`src/rtl/regfile_wr_arbiter.sv`:
```
// WB/MDU register-file write arbiter: WB has priority, MDU wins after STARVE_LIMIT denials; WR_ARB_STATS_EN adds arb_conflicts.
// Latency: grant is combinational, the write strobe/address/data are registered and appear one edge after the transfer.
// Backpressure: the losing requester sees ready low and must hold valid/reg/data until it is granted.
module regfile_wr_arbiter #(
  parameter int STARVE_LIMIT = 4
) (
  input  logic        clk,
  input  logic        rst,
  input  logic        wb_valid,
  input  logic [4:0]  wb_reg,
  input  logic [31:0] wb_data,
  output logic        wb_ready,
  input  logic        mdu_valid,
  input  logic [4:0]  mdu_reg,
  input  logic [31:0] mdu_data,
  output logic        mdu_ready,
  output logic        rf_reg_write,
  output logic [4:0]  rf_w_reg,
  output logic [31:0] rf_in_data
`ifdef WR_ARB_STATS_EN
  ,
  output logic [15:0] arb_conflicts
`endif
);

  typedef enum logic {NORMAL, STARVED} state_t;

  localparam logic [3:0] LIMIT = 4'(STARVE_LIMIT);

  state_t      state_q, state_d;
  logic [3:0]  starve_cnt_q, starve_cnt_d;
  logic        wb_xfer, mdu_xfer, any_xfer;
  logic [4:0]  sel_reg;
  logic [31:0] sel_data;

  always_comb begin
    wb_ready  = 1'b0;
    mdu_ready = 1'b0;
    if (!rst) begin
      case (state_q)
        STARVED: begin
          if (mdu_valid)     mdu_ready = 1'b1;
          else if (wb_valid) wb_ready  = 1'b1;
        end
        default: begin
          if (wb_valid)       wb_ready  = 1'b1;
          else if (mdu_valid) mdu_ready = 1'b1;
        end
      endcase
    end
  end

  assign wb_xfer  = wb_valid && wb_ready;
  assign mdu_xfer = mdu_valid && mdu_ready;
  assign any_xfer = wb_xfer || mdu_xfer;
  assign sel_reg  = mdu_xfer ? mdu_reg  : wb_reg;
  assign sel_data = mdu_xfer ? mdu_data : wb_data;

  // The counter cannot pass LIMIT in practice; the 4'hF guard only keeps it from wrapping.
  always_comb begin
    starve_cnt_d = starve_cnt_q;
    state_d      = state_q;
    if (mdu_xfer) begin
      starve_cnt_d = 4'd0;
    end else if (mdu_valid && (starve_cnt_q != 4'hF)) begin
      starve_cnt_d = starve_cnt_q + 4'd1;
    end
    case (state_q)
      STARVED: if (mdu_xfer) state_d = NORMAL;
      default: if (!mdu_xfer && (starve_cnt_d >= LIMIT)) state_d = STARVED;
    endcase
  end

  always_ff @(posedge clk) begin
    if (rst) begin
      state_q      <= NORMAL;
      starve_cnt_q <= 4'd0;
    end else begin
      state_q      <= state_d;
      starve_cnt_q <= starve_cnt_d;
    end
  end

  // Register 0 is hardwired: its transfers complete but never raise the write strobe.
  always_ff @(posedge clk) begin
    if (rst) begin
      rf_reg_write <= 1'b0;
      rf_w_reg     <= 5'd0;
      rf_in_data   <= 32'd0;
    end else begin
      rf_reg_write <= any_xfer && (sel_reg != 5'd0);
      if (any_xfer) begin
        rf_w_reg   <= sel_reg;
        rf_in_data <= sel_data;
      end
    end
  end

`ifdef WR_ARB_STATS_EN
  always_ff @(posedge clk) begin
    if (rst) begin
      arb_conflicts <= 16'd0;
    end else if (wb_valid && mdu_valid && (arb_conflicts != 16'hFFFF)) begin
      arb_conflicts <= arb_conflicts + 16'd1;
    end
  end
`endif

  ap_one_ready: assert property (@(posedge clk) !(wb_ready && mdu_ready));
  ap_no_ready_in_rst: assert property (@(posedge clk) rst |-> !(wb_ready || mdu_ready));

endmodule

```
`config.mk`:
```
export PLATFORM = sky130hd
export DESIGN_NAME = regfile_wr_arbiter
export DESIGN_NICKNAME = d
export VERILOG_FILES = /design/src/rtl/regfile_wr_arbiter.sv
export SDC_FILE = /design/constraint.sdc
export NUM_CORES = 1
export LEC_CHECK = 0
export CAP_MARGIN = 20
export CORE_MARGIN = 2
export CORE_UTILIZATION = 36
export DETAILED_ROUTE_END_ITERATION = 8
export PLACE_DENSITY_LB_ADDON = 0.3
export RECOVER_POWER = 100
export REMOVE_ABC_BUFFERS = 1
export SYNTH_ARGS = -nofsm -noshare
export SYNTH_HDL_FRONTEND = slang
export SYNTH_SLANG_ARGS = --single-unit
```
`constraint.sdc`:
```
create_clock -name clk -period 2 [get_ports clk]
set_clock_uncertainty 0.1 [all_clocks]
set_input_delay 0.4 -clock clk [delete_from_list [all_inputs] [get_ports clk]]
set_output_delay 0.4 -clock clk [all_outputs]
set_load 0.02 [all_outputs]
```
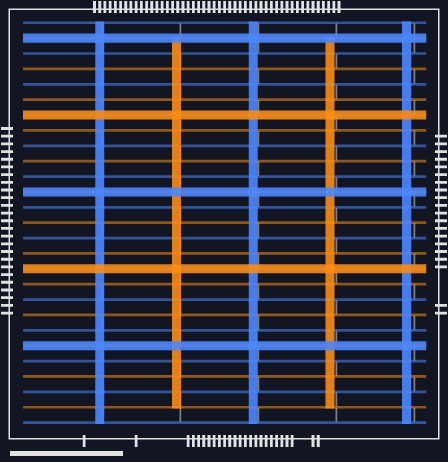
(images/floorplan.png)
Bar = 20 um. Pins as bars on the die edge. Tap cells in grey.
Blue shows VSS. Orange shows VDD.
5 straps on met4. 27 met1 rails follow the rows. 5 straps on met5.
die height: 75.7 um
area of the core: 5040 um^2
Max VDD drop: 0.344 mV

==> flow_summary.json <==
{
  "clock_path_buffers": 2,
  "comb-power_mw": 0.469,
  "syn_avg_cell_area_um2": 10.6,
  "worstSkewPairLatency_ns": 0.28,
  "hpwl_um": 4080,
  "use_met1_pct": 23.9,
  "gr-usage-met3_pct": 3.97,
  "slowest_delay_ns": 0.42,
  "wl_per_cell_um": 14.9,
  "stage_log_warnings": 25,
  "crit_fanout": 3,
  "synthAoiAreaFrac_pct": 27.9,
  "worstMarginPinSlew_ns": 0.380,
  "status": "finished clean",
  "worst-endpoint-arrival_ns": 1.43,
  "cts_hold_buf": 0,
  "synth_area_um2": 1850,
  "grtUsageTotal_pct": 19.0,
  "viasPerCell": 5.08,
  "use_met2_pct": 32.4,
  "via_count": 1869,
  "root_buffer": "clkbuf_8",
  "p_clk_mw": 0.527,
  "clk_pin_slew_ns": 0.08,
  "critPathSlowestCell": "or3_4",
  "endpoint_kind": "output port",
  "power_frac_clock_pct": 27.2,
  "numCtsBuffers": 5,
  "largest_class": "non-clock buffers",
  "startpoint_type": "input pin",
  "power-top-group": "registers",
  "layout-drive-gt1-share_pct": 9.73,
  "dp.cells": 360,
  "diodes": 0,
  "area.combinational_um2": 856,
  "area.growth.synth_to_final_pct": 71.7
}
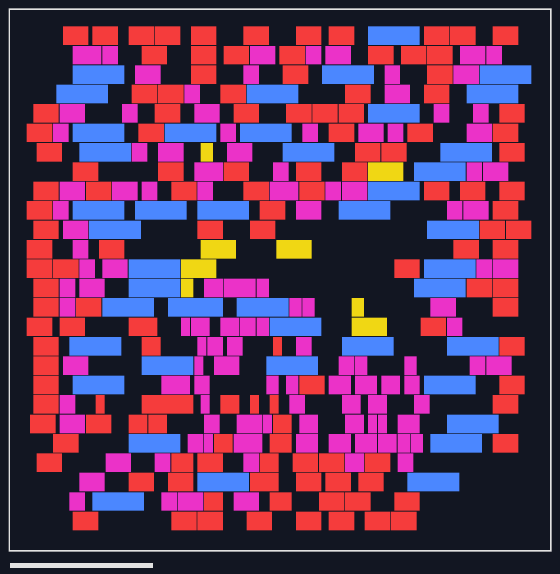
(images/class_map.png)
Bar = 20 um.
Blue shows sequential cells, cells 43. Yellow shows clock drivers and dummy loads, cells 8. Red shows remaining buffers and delay cells, cells 130. Magenta shows remaining logic cells, cells 117.

[worst max-delay path, delay by kind of cell]
family	cells	cell delay (ns)
buf+inv	3	0.43
simple gates	2	0.59
[path summary, 6_finish.rpt]
kind | end
hold reg to reg | rf_w_reg[2]$_SDFFE_PP0P_
setup / recovery | mdu_ready
hold / removal | rf_w_reg[2]$_SDFFE_PP0P_
setup reg to reg | rf_in_data[5]$_SDFFE_PP0P_
[layer usage]
layer	vias up	routed length, um
met5	-	0
met4	0	78
met3	6	281
met2	71	2800
met1	874	2330
li1	918	-
[kinds of logic after synthesis]
group           Yosys count
flops                    43
simple gates             50
compound gates           61
fa+ha+maj                 1
mux                       1
buf+inv                  18
[timing repair]
action	in CTS	in global routing
pin swaps	1	0
gates cloned	0	0
endpoints found under the setup margin	2	1
setup buffers	0	0
gates resized	9	1
Power and IR drop assume default switching activity.
